Figure 1. Ports around the boundary (run 1).
Pins as bars across the die edge, other pins in gray.
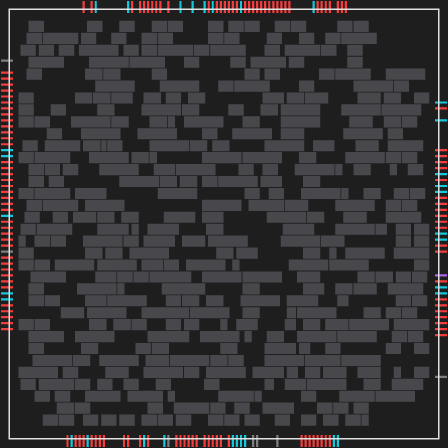
Figure 2. Clock distribution (run 1).
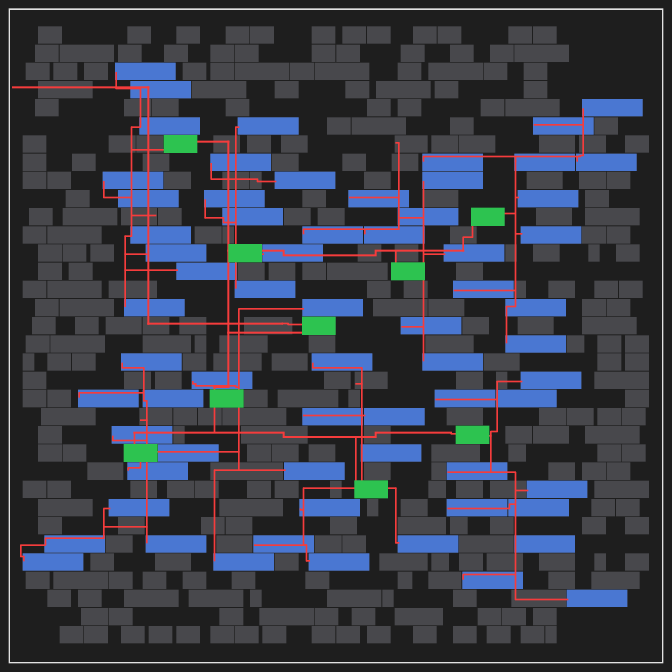
Figure 3. Cell sizes after repair (run 1).
Scale bar: 20 um.
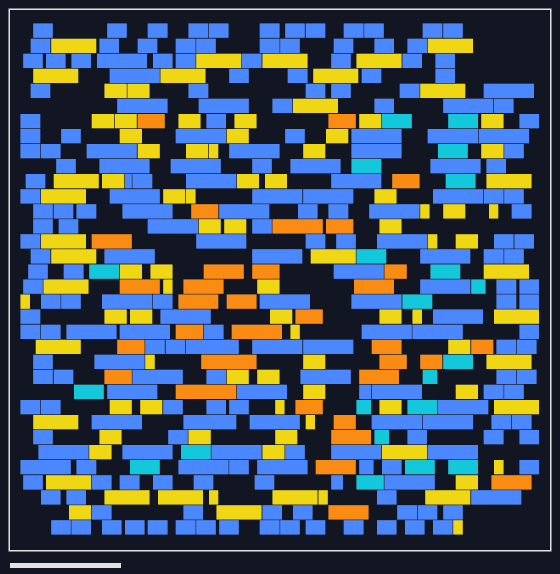
===== config.mk =====
export PLATFORM = sky130hd
export DESIGN_NAME = alu_result_sel_pipe
export DESIGN_NICKNAME = d
export VERILOG_FILES = /design/src/rtl/alu_result_sel_pipe.sv
export SDC_FILE = /design/constraint.sdc
export NUM_CORES = 1
export LEC_CHECK = 0
export ABC_AREA = 0
export CAP_MARGIN = 20
export CORE_MARGIN = 1.5
export CORE_UTILIZATION = 36
export DETAILED_ROUTE_END_ITERATION = 8
export PLACE_DENSITY_LB_ADDON = 0.05
export SYNTH_ARGS = -nofsm -noshare
export SYNTH_HDL_FRONTEND = slang
export SYNTH_SLANG_ARGS = --single-unit

===== constraint.sdc =====
create_clock -name clk -period 1.22 [get_ports clk]
set_input_delay 0.244 -clock clk [delete_from_list [all_inputs] [get_ports clk]]
set_output_delay 0.244 -clock clk [all_outputs]
set_load 0.005 [all_outputs]

===== src/rtl/alu_result_sel_pipe.sv =====
// Two-stage pipelined result selector: picks one of NUM_IN words by binary select.
// Optional range-error reporting is enabled with the ALU_SEL_RANGE_CHECK_EN macro.
module alu_result_sel_pipe #(
   parameter int unsigned WIDTH  = 32,
   parameter int unsigned NUM_IN = 4,
   parameter int unsigned SEL_W  = 2
) (
   input  logic                    clk,
   input  logic                    rst_n,
   input  logic [NUM_IN*WIDTH-1:0] in_data,
   input  logic [SEL_W-1:0]        in_sel,
   input  logic                    in_valid,
   output logic                    in_ready,
   output logic [WIDTH-1:0]        out_data,
   output logic                    out_valid,
   input  logic                    out_ready
`ifdef ALU_SEL_RANGE_CHECK_EN
   ,
   output logic                    out_sel_err,
   output logic                    sel_err_sticky
`endif
);

   localparam int unsigned GROUPS = (NUM_IN + 3) / 4;
   // Group index width; kept at least 1 bit so narrow selects still elaborate.
   localparam int unsigned HI_W   = (SEL_W > 2) ? SEL_W - 2 : 1;
   localparam int unsigned EXT_W  = HI_W + 2;
   localparam int unsigned PAD_W  = GROUPS * 4 * WIDTH;

   if ((2 ** SEL_W) < NUM_IN) begin : g_sel_w_check
      $error("alu_result_sel_pipe: SEL_W too narrow for NUM_IN");
   end

   logic [PAD_W-1:0] in_pad;
   logic [EXT_W-1:0] sel_ext;
   logic [1:0]       sel_lo;
   logic [HI_W-1:0]  sel_hi;
   logic             sel_oor;
   logic [WIDTH-1:0] part_d [GROUPS];

   logic             s1_valid;
   logic [WIDTH-1:0] s1_part [GROUPS];
   logic [HI_W-1:0]  s1_hi;
   logic             s1_oor;
   logic             s2_valid;
   logic [WIDTH-1:0] s2_word;

   logic             s1_load;
   logic             s2_load;
   logic             in_fire;

   // Missing candidates in the last group read as zero.
   assign in_pad  = PAD_W'(in_data);
   assign sel_ext = EXT_W'(in_sel);
   assign sel_lo  = sel_ext[1:0];
   assign sel_hi  = sel_ext[EXT_W-1:2];
   assign sel_oor = (32'(in_sel) >= NUM_IN);

   assign s2_load   = ~s2_valid | out_ready;
   assign s1_load   = ~s1_valid | s2_load;
   assign in_ready  = s1_load;
   assign in_fire   = in_valid & in_ready;
   assign out_valid = s2_valid;

   always_comb begin
      for (int g = 0; g < int'(GROUPS); g++) begin
         part_d[g] = in_pad[(4 * g + int'(sel_lo)) * WIDTH +: WIDTH];
      end
   end

   always_comb begin
      s2_word = '0;
      for (int g = 0; g < int'(GROUPS); g++) begin
         if (s1_hi == HI_W'(g)) begin
            s2_word = s1_part[g];
         end
      end
      if (s1_oor) begin
         s2_word = '0;
      end
   end

   always_ff @(posedge clk or negedge rst_n) begin
      if (!rst_n) begin
         s1_valid <= 1'b0;
         s1_hi    <= '0;
         s1_oor   <= 1'b0;
         for (int g = 0; g < int'(GROUPS); g++) begin
            s1_part[g] <= '0;
         end
      end else if (s1_load) begin
         // Valid clears when the beat moves on with nothing behind it; data holds.
         s1_valid <= in_valid;
         if (in_fire) begin
            s1_hi  <= sel_hi;
            s1_oor <= sel_oor;
            for (int g = 0; g < int'(GROUPS); g++) begin
               s1_part[g] <= part_d[g];
            end
         end
      end
   end

   always_ff @(posedge clk or negedge rst_n) begin
      if (!rst_n) begin
         s2_valid <= 1'b0;
         out_data <= '0;
      end else if (s2_load) begin
         s2_valid <= s1_valid;
         if (s1_valid) begin
            out_data <= s2_word;
         end
      end
   end

`ifdef ALU_SEL_RANGE_CHECK_EN
   always_ff @(posedge clk or negedge rst_n) begin
      if (!rst_n) begin
         out_sel_err    <= 1'b0;
         sel_err_sticky <= 1'b0;
      end else begin
         if (s2_load && s1_valid) begin
            out_sel_err <= s1_oor;
         end
         if (out_valid && out_ready && out_sel_err) begin
            sel_err_sticky <= 1'b1;
         end
      end
   end
`endif

endmodule


==> impl_metrics.csv, run 1 <==
group,metric,value,unit
critical_path,reg2regPathDepth,6,
drt,vias_per_cell,4.96,
drt,wl_per_cell,17.3,um
floorplanning,chip_area,9520,sq um
final_timing,hold_violations,0,
clock_network,clockRootBuffer,"clkbuf_8",
pwr,switchingPower,1.71,mW
yosys,synth.top_cells.by_area,"dfrtp_1 (51%), mux2_2 (22%), mux4_2 (21%)",
final_timing,tns,-11.03,ns
final_timing,post-route-period-util,118,%
global_route,grt_pass1_vias,2653,
final_layout,post-route-util,63.8,%
pwr,p_leak,2.30,nW
critical_path,path_common_cell,"buf_6",
critical_path,worst_path_max_delay_cell,"dfrtp_1",
floorplanning,rows,34,
yosys,avgSynthCellArea,17.8,sq um
yosys,synth_flops,66,
critical_path,crit_path_max_incr_delay,0.36,ns
global_route,grt.overflow.total,0,
drt,drtAntennaViolNets,0,
clock_network,cts.sinks,66,
pwr,switching_share,24.1,%
critical_path,endpoint_kind,"flip-flop",
flow_run,cap_violations,0,
critical_path,r2r-start,"out_valid$_DFFE_PN0P_",
yosys,yosys.stat.seqShare,51.3,%
yosys,synth.top_cells.by_count,"dfrtp_1 (66), mux2_2 (64), mux4_2 (30)",
floorplanning,ios,168,
placement,routabilityCongestion,0.705,
yosys,netlist_area,3220,sq um
floorplanning,initCoreUtil,37.1,%
final_layout,num_antenna_cells,0,
final_timing,tightest_slew,0.380,ns
critical_path,cpLargestDelayFamily,"buffers and inverters",
final_layout,fillCellCount,686,
critical_path,path_cells,"buf_6 -> nand3b_1 -> buf_6 -> nand2_8 -> buf_12 -> mux2_2",
final_timing,maxSlewViolCount,0,
yosys,top_area_cell,"dfrtp_1",
yosys,ys_cells,181,
critical_path,worstPathArrival,1.66,ns
critical_path,endpoint,"s1_part[13]$_DFFE_PN0P_",
drt,drt_first_pass_iters,4,
yosys,flop_cell,"dfrtp_1",
drt,finalWirelength,8320,um
final_timing,setup_slack,-0.221,ns
status,run_status,"finished, violations left",
pwr,seq_power_share,42.3,%
yosys,async_flop_share,100,%
floorplanning,fp.coreArea,8680,sq um
final_timing,post-route-min-period,1.44,ns
floorplanning,die_w,97.6,um
drt,vias,2382,
drt,dr.first_iter.drc_count,58,
final_layout,drive_gt1_share,39.8,%
clock_network,h-tree-depth,3,
global_route,grt_pass1_wl,13000,um
placement,dpl.hpwl,5940,um
hold_path,hold_class,"in2async",
pwr,combPwrFrac,31.1,%
yosys,ys_area,3220,sq um
global_route,antenna_found_initial,0,
drt,route.detailed.drc,0,
yosys,edf_count,0,
critical_path,crit_fanout,10,
status,violations,"setup timing",
final_timing,slew_headroom,74.7,%
pwr,ir_worst_vdd,0.000713,V
yosys,yosys_warnings,0,
final_timing,fmax,694,MHz
critical_path,cp.depth,6,
critical_path,rr_endpoint,"s1_part[13]$_DFFE_PN0P_",
yosys,synth_cell_type_count,10,
final_layout,finalNetCount,502,
yosys,synthesis.instances,181,
global_route,grt_max_degree,67,
final_layout,layout_top_cell,"clkdlybuf4s50_1",
clock_network,numCtsBuffers,9,
pwr,powerDensity,1280,nW/um^2
critical_path,path_class,"reg2reg",
yosys,yosysMostFrequentCell,"dfrtp_1",
clock_network,cts_tree,"done",
clock_network,cts_buffer_depth,2,
pwr,p_int,5.38,mW
flow_run,warnings,29,
final_layout,lay_top_cells,"clkdlybuf4s50_1 (130), dfrtp_1 (66), mux2_2 (48), mux4_2 (30), clkdlybuf4s15_1 (21)",
clock_network,clkSlewWorstSetupHoldPaths,0.07,ns
critical_path,critPathBufInv,3,
yosys,synth_top_area_share,51.3,%
critical_path,cp-start-kind,"flip-flop",
final_timing,setup_violations,65,
final_timing,rsz0062_at_grt,"yes",
critical_path,r2r_slack,-0.22,ns
critical_path,required,1.44,ns
global_route,track_usage,17.7,%
critical_path,crit_path_start,"out_valid$_DFFE_PN0P_",
-- Figure 1 (at the start) --
color	port	pins	direction	edge
red	`in_data`	128	input	38 left, 36 top, 32 bottom, 22 right
cyan	`out_data`	32	output	10 bottom, 9 right, 8 top, 5 left
purple	`out_valid`	1	output	right
IO buf count: 167
Chip Height: 97.6 um

-- Figure 2 (at the start) --
[green] clock drivers | count: 9
[red] clock wires | length: 864 um
[blue] flip-flops | count: 66
routed clock nets	10
clk_lat worst skew: 0.34 ns
skew final: 0.00619 ns
clk pwr: 1.88 mW
Clock power frac: 26.5%

-- Figure 3 (at the start) --
color	size	cells	share
cyan	_3 and _4 cells	21	5.6%
orange	_6 and larger	33	8.9%
blue	_0 and _1 cells	224	60%
yellow	_2 cells	94	25%
Syn-to-layout area delta: 71.8%
Layout Cell Area excl Fill: 5530 sq um
Non-clock buffers: 189

-- run 1: final cells by class --
cell class	count	area, sq um	share of cell area (%)
tap	108	135	2.44
sequential	66	1650	29.9
timing repair buffer	189	1960	35.4
clock inverter	2	35.0	0.633
multi-input combinational	102	1580	28.6
clock buffer	13	169	3.05
-- run 1: timing repair --
action,CTS,global route
hold buffers,1,0
pin swaps,1,1
endpoints found under the hold margin,66,0
resized,77,35
setup endpoints to repair,98,77
setup buffers,4,1
gates cloned,1,3
-- run 1: power groups by stage --
stage | Combinational (mW) | Sequential (mW) | Clock (mW)
finish | 2.21 | 3.00 | 1.88
global route | 2.37 | 3.07 | 2.03
CTS | 2.16 | 3.00 | 1.94
detailed placement | 2.26 | 3.04 | 0
global placement | 2.22 | 3.01 | 0
floorplan | 0.853 | 3.03 | 0
-- run 1: stage by stage --
step / setup slack, ns / hold WS [ns] / cell area, sq um / cells / total power [mW]
detailed placement: -0.481 / 0.286 / 5140 / 456 / 5.30
finish: -0.221 / 0.417 / 5530 / 480 / 7.09
floorplan: -0.119 / -0.0516 / 3260 / 181 / 3.88
CTS: -0.219 / 0.458 / 5430 / 476 / 7.10
global placement: -0.446 / 0.283 / 5140 / 456 / 5.23
global route: -0.270 / 0.472 / 5530 / 480 / 7.47
-- run 1: per-layer routing --
metal | part of all wire [%] | global-route usage, %
met5 | 0 | 0
met4 | 0.87 | 4.95
met3 | 7.6 | 7.55
met2 | 53 | 31.4
met1 | 38 | 19.3
-- run 1: cells by family after synthesis --
group | Yosys count | synth area share (%)
buffers and inverters | 13 | 2.68
DFF | 66 | 51.3
muxes | 96 | 45.0
and+or+nand+nor | 6 | 1.05
-- run 1: flip-flops by register name, summed over array words and instances, names as in the netlist --
signal and cells:
s1_part 32, out_valid 1, s1_valid 1, out_data 32
Figure 4. Clock nets (run 1).
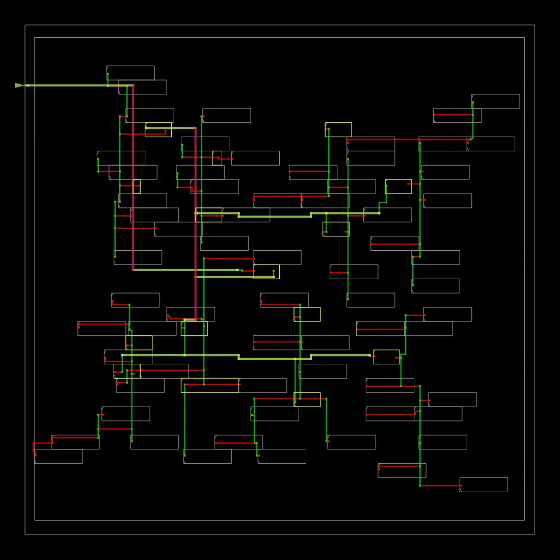

==> run 1 -> run 2 <==
Settings changed: CORE_ASPECT_RATIO set to 1.1, TNS_END_PERCENT set to 30.
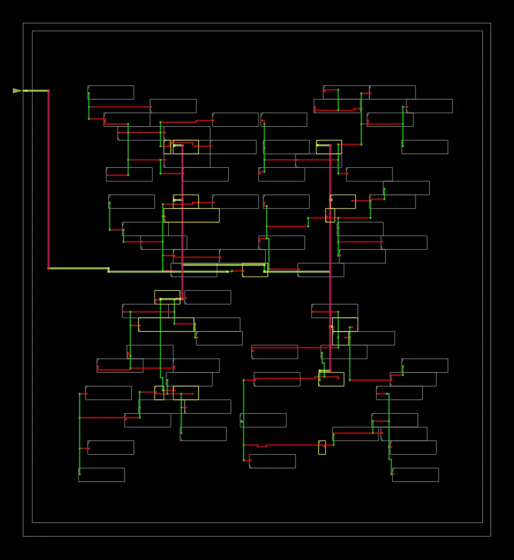
Figure 5: run 2, clock nets.
# clk buffers: 11
CTS Buf Count: 9
clk_lat worst skew: 0.33 ns

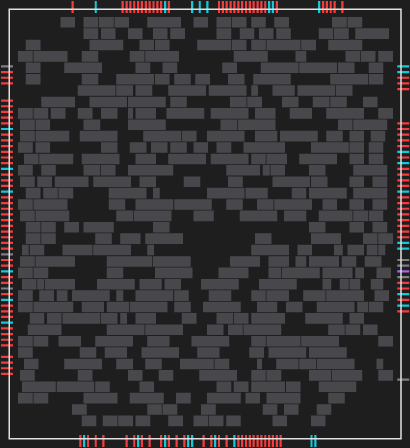
Figure 6: run 2, ports around the boundary.
Pins as bars across the die edge, other pins in gray.
color	port	pins	direction	edge
cyan	`out_data`	32	output	9 bottom, 9 right, 8 top, 6 left
purple	`out_valid`	1	output	right
red	`in_data`	128	input	43 left, 32 top, 28 bottom, 25 right
chip width: 93.2 um
Chip Height: 102 um

==> run 2 against run 1 <==
Effect of this change: the flow still finishes with violations (setup timing); power grew 0.24%; register-to-register slack barely moved; count of clock-buffer cells in the layout down 2; die size about the same; critical endpoint is now in_ready.
==> impl_metrics.csv, run 2 <==
group,metric,value,unit
global_route,grt_max_degree,67,
clock_network,clockRootBuffer,"clkbuf_8",
placement,dpl.hpwl,5500,um
critical_path,r2r-start,"out_valid$_DFFE_PN0P_",
clock_network,post_cts_resized,72,
final_layout,combGateArea,1570,sq um
critical_path,endpoint_kind,"output pin",
hold_path,hold_class,"in2async",
final_timing,slew_headroom,76.7,%
yosys,netlist_area,3220,sq um
yosys,synth_flops,66,
clock_network,clkSlewWorstSetupHoldPaths,0.07,ns
yosys,ys_cells,181,
critical_path,worstPathArrival,1.19,ns
global_route,grt.overflow.total,0,
clock_network,postCtsSetupBuffers,4,
pwr,powerDensity,1300,nW/um^2
floorplanning,ios,168,
final_timing,setup_violations,65,
yosys,yosysMostFrequentCell,"dfrtp_1",
final_layout,layout_top_cell,"clkdlybuf4s50_1",
final_layout,top_regs,"out_data: 32 flops, s1_part: 32 flops",
yosys,async_flop_share,100,%
global_route,grt_pass1_wl,11500,um
final_timing,tightest_slew,0.349,ns
clock_network,cts.sinks,66,
floorplanning,fp.coreArea,8780,sq um
final_layout,drive_gt1_share,36.6,%
final_layout,fillCellCount,709,
clock_network,cts_buffer_depth,2,
critical_path,crit_path_max_incr_delay,0.40,ns
yosys,yosys.stat.seqShare,51.3,%
critical_path,path_class,"reg2out",
final_timing,fin_skew,0.00868,ns
flow_run,warnings,29,
drt,route.detailed.drc,0,
critical_path,worst_path_max_delay_cell,"dfrtp_1",
drt,wl_per_cell,15.4,um
final_layout,seqCellArea,1650,sq um
final_timing,hold_violations,0,
critical_path,cpLargestDelayFamily,"flip-flops",
yosys,synthesis.instances,181,
global_route,grt_pass1_vias,2347,
yosys,top_area_cell,"dfrtp_1",
clock_network,h-tree-depth,3,
yosys,yosys_warnings,0,
yosys,ys_area,3220,sq um
final_timing,hold-worst-slack,0.438,ns
final_timing,post-route-min-period,1.44,ns
floorplanning,rows,36,
placement,port_buffers,167,
placement,routabilityCongestion,0.697,
final_layout,post-route-util,62.4,%
critical_path,required,0.98,ns
final_layout,lay_top_cells,"clkdlybuf4s50_1 (130), dfrtp_1 (66), mux2_2 (47), mux4_2 (30), clkdlybuf4s15_1 (28)",
clock_network,cts_hold_buf,1,
final_layout,final_area,5480,sq um
drt,finalWirelength,7450,um
critical_path,critPathBufInv,2,
critical_path,r2r_slack,-0.22,ns
drt,drt_first_pass_iters,3,
yosys,fp_nets,315,
status,violations,"setup timing",
yosys,synth_cell_type_count,10,
pwr,p_leak,2.26,nW
critical_path,cp-start-kind,"flip-flop",
final_layout,num_antenna_cells,0,
drt,dr.first_iter.drc_count,56,
pwr,p_total,7.11,mW
final_timing,fmax,696,MHz
final_timing,setup_slack,-0.218,ns
critical_path,rr_endpoint,"s1_part[28]$_DFFE_PN0P_",
global_route,track_usage,16.1,%
floorplanning,initCoreUtil,36.7,%
final_timing,rsz0062_at_grt,"yes",
yosys,synth_top_area_share,51.3,%
final_timing,maxSlewViolCount,0,
yosys,avgSynthCellArea,17.8,sq um
final_timing,post-route-period-util,118,%
final_layout,finalNetCount,498,
critical_path,crit_fanout,2,
placement,postPlaceCellArea,5120,sq um
placement,dp_slack,-0.473,ns
yosys,edf_count,0,
yosys,synth.top_cells.by_count,"dfrtp_1 (66), mux2_2 (64), mux4_2 (30)",
status,run_status,"finished, violations left",
drt,vias,2350,
clock_network,cts_tree,"done",
yosys,flop_cell,"dfrtp_1",
critical_path,path_cells,"buf_6 -> nand3b_1 -> dlygate4sd2_1",
yosys,synth.top_cells.by_area,"dfrtp_1 (51%), mux2_2 (22%), mux4_2 (21%)",
floorplanning,chip_area,9520,sq um
pwr,ir_worst_vdd,0.000642,V
critical_path,reg2regPathDepth,6,
final_layout,syn2layout_area_growth,70.2,%
drt,drtAntennaViolNets,0,
flow_run,cap_violations,0,
drt,vias_per_cell,4.87,
global_route,antenna_found_initial,0,
run 2: worst max path at each step:
| stage | start | to | slack [ns] | cells after the start |
|---|---|---|---|---|
| 3_5_place_dp | out_ready | s1_part[6]$_DFFE_PN0P_ | -0.47 | 5 |
| 5_1_grt | out_valid$_DFFE_PN0P_ | s1_part[22]$_DFFE_PN0P_ | -0.27 | 6 |
| 2_1_floorplan | in_sel[0] | s1_part[0]$_DFFE_PN0P_ | -0.12 | 4 |
| 3_3_place_gp | out_ready | s1_part[18]$_DFFE_PN0P_ | -0.45 | 5 |
| 4_1_cts | out_valid$_DFFE_PN0P_ | in_ready | -0.20 | 3 |
| 6_report | out_valid$_DFFE_PN0P_ | in_ready | -0.22 | 3 |
run 2: power by group:
group / switching (mW) / internal (mW)
clock: 0.792 / 1.15
sequential: 0.262 / 2.74
combinational: 0.629 / 1.54
run 2: cell families after synthesis:
family | count (synthesis) | share of synthesized area (%)
flops | 66 | 51.3
mux | 96 | 45.0
simple gates | 6 | 1.05
buf+inv | 13 | 2.68
run 2: per-stage QoR:
step           instances  setup TNS [ns]
6_report             483           -9.47
5_1_grt              483          -13.00
4_1_cts              482           -8.37
3_5_place_dp         460          -26.97
3_3_place_gp         460          -26.67
2_1_floorplan        181           -4.21
run 2: area by class of cell:
| class | count | area share (%) |
|---|---|---|
| multi-input cells | 102 | 28.5 |
| repair buffers | 185 | 34.9 |
| clock inverters | 5 | 1.44 |
| flip-flops and latches | 66 | 30.1 |
| clock buffers | 11 | 2.40 |
| well taps | 114 | 2.60 |
run 2: metal layers:
metal,part of all wire [%],up-vias,wire [um],GRT usage (%)
li1,-,1078,-,-
met1,42,1157,3150,20.9
met2,48,104,3610,25.7
met3,7.7,11,577,4.39
met4,1.5,0,110,6.64
met5,0,-,0,0
==> run 2 -> run 3 <==
Settings changed: GPL_ROUTABILITY_DRIVEN set to 1.
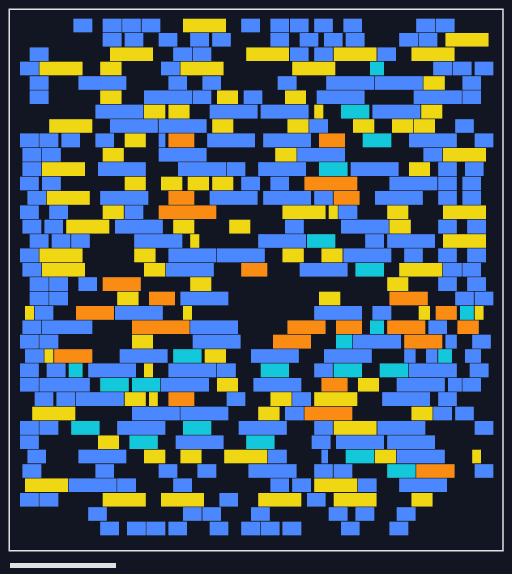
Figure 7: run 3, cell sizes after repair.
Scale bar: 20 um.
color	size	cells	share
yellow	_2 cells	88	24%
cyan	_3 and _4 cells	23	6.2%
orange	_6 and larger	24	6.5%
blue	_0 and _1 cells	234	63%
Layout Cell Area excl Fill: 5480 sq um
worst setup margin: -0.218 ns
Non-clock buffers: 185

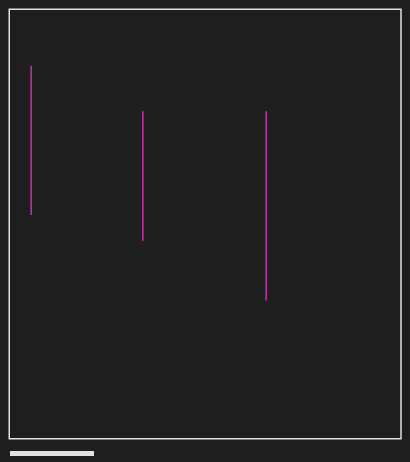
Figure 8: run 3, M4 wires.
Scale bar: 20 um.
nets with wire on the layer	2
main direction	vertical
share of all routed wire	1.5%
wire length on this layer	111 um
WL final: 7450 um
via count: 2350

==> run 3 against run 2 <==
Effect of this change: the run still ends with setup timing left; non-clock buffer count did not move; synthesized cell count unchanged; clock skew did not move; largest cell class unchanged; largest power group unchanged; highest routed layer unchanged.
==> impl_metrics.csv, run 3 <==
group,metric,value,unit
status,run_status,"finished, violations left",
status,violations,"setup timing",
drt,wl_per_cell,15.4,um
drt,vias_per_cell,4.87,
critical_path,worstPathArrival,1.19,ns
final_timing,slew_headroom,76.7,%
drt,routedLengthMet1,3150,um
drt,route.detailed.drc,0,
drt,dr.first_iter.drc_count,56,
yosys,simple_gate_share,1.05,%
final_timing,setup_violations,65,
final_timing,post-route-min-period,1.44,ns
yosys,flop_cell,"dfrtp_1",
global_route,use_met3,4.39,%
global_route,track_usage,16.1,%
critical_path,required,0.98,ns
floorplanning,chip_area,9520,sq um
global_route,grt.overflow.total,0,
final_layout,layout_top_cell,"clkdlybuf4s50_1",
global_route,grtUsageMet1,20.9,%
pwr,power_combinational,2.17,mW
floorplanning,die_h,102,um
clock_network,cts.sinks,66,
final_timing,setup_slack,-0.218,ns
yosys,synth_top_area_share,51.3,%
final_layout,num_antenna_cells,0,
critical_path,worst_path_max_delay_cell,"dfrtp_1",
global_route,grt_pass1_vias,2347,
final_layout,post-route-util,62.4,%
pwr,combPwrFrac,30.5,%
floorplanning,rows,36,
final_timing,fin_skew,0.00868,ns
pwr,powerDensity,1300,nW/um^2
final_timing,tightest_slew,0.349,ns
hold_path,hold_class,"in2async",
pwr,p_clk,1.94,mW
yosys,yosysMostFrequentCell,"dfrtp_1",
critical_path,crit_fanout,2,
pwr,powerSeq,3.00,mW
yosys,yosys_warnings,0,
final_timing,fmax,696,MHz
drt,top_layer,"met4",
pwr,top_power_group,"sequential cells",
drt,drt_first_pass_iters,3,
global_route,grt_use_met2,25.7,%
pwr,ir_worst_vdd,0.000642,V
critical_path,path_class,"reg2out",
clock_network,numCtsBuffers,9,
yosys,logic_family,"multiplexers",
floorplanning,ios,168,
yosys,fp_nets,315,
yosys,netlist_area,3220,sq um
pwr,p_int,5.42,mW
floorplanning,fp.coreArea,8780,sq um
clock_network,cts_tree,"done",
final_layout,finalNetCount,498,
pwr,switching_share,23.7,%
critical_path,crit_path_max_incr_delay,0.40,ns
pwr,switchingPower,1.68,mW
flow_run,warnings,29,
global_route,grt_pass1_wl,11500,um
final_layout,lay_top_cells,"clkdlybuf4s50_1 (130), dfrtp_1 (66), mux2_2 (47), mux4_2 (30), clkdlybuf4s15_1 (28)",
placement,routabilityCongestion,0.697,
yosys,async_flop_share,100,%
drt,drtAntennaViolNets,0,
run 3: cell counts after synthesis:
Identical to the previous run, type by type.
run 3: per-stage QoR:
stage / std cells / power, mW / hold WS (ns)
after floorplan: 181 / 3.87 / -0.0516
after global placement: 460 / 5.23 / 0.287
after detailed placement: 460 / 5.28 / 0.286
after CTS: 482 / 7.12 / 0.462
after global routing: 483 / 7.50 / 0.486
final: 483 / 7.11 / 0.438
run 3: cell families (layout without fill, tap and decap cells):
family | count (synthesis) | count (layout)
multiplexers | 96 | 96
AND/OR/NAND/NOR | 6 | 6
flip-flops | 66 | 66
buffers and inverters | 13 | 201
run 3: worst max-delay path, delay by kind of cell (launching register included):
family	cells	cell delay (ns)
flops	1	0.40
buf+inv	2	0.36
simple gates	1	0.10
run 3: repair_timing:
action	in CTS	in global routing
resized	72	23
hold buffers	1	0
endpoints found under the setup margin	98	70
buffers inserted	4	0
gates cloned	1	1
hold endpoints to repair	66	0
pin swaps	2	0
run 3: area by class of cell:
type / count / area, sq um
tap: 114 / 143
timing repair buffer: 185 / 1910
clock buffer: 11 / 131
multi-input combinational: 102 / 1570
clock inverter: 5 / 78.8
sequential: 66 / 1650
fill: 709 / 3300
run 3: worst paths after layout:
check                                   startpoint                        to  slack (ns)  cells after the start
max                          out_valid$_DFFE_PN0P_                  in_ready       -0.22                      3
min                                          rst_n  out_data[31]$_DFFE_PN0P_        0.44                      3
max reg2reg                  out_valid$_DFFE_PN0P_   s1_part[28]$_DFFE_PN0P_       -0.22                      6
min reg2reg                s1_part[18]$_DFFE_PN0P_  out_data[18]$_DFFE_PN0P_        0.50                      1
max in group asynchronous                    rst_n   s1_part[17]$_DFFE_PN0P_        0.47                      3
min in group clk           s1_part[18]$_DFFE_PN0P_  out_data[18]$_DFFE_PN0P_        0.50                      1
Power is estimated from default activity; no workload was simulated.
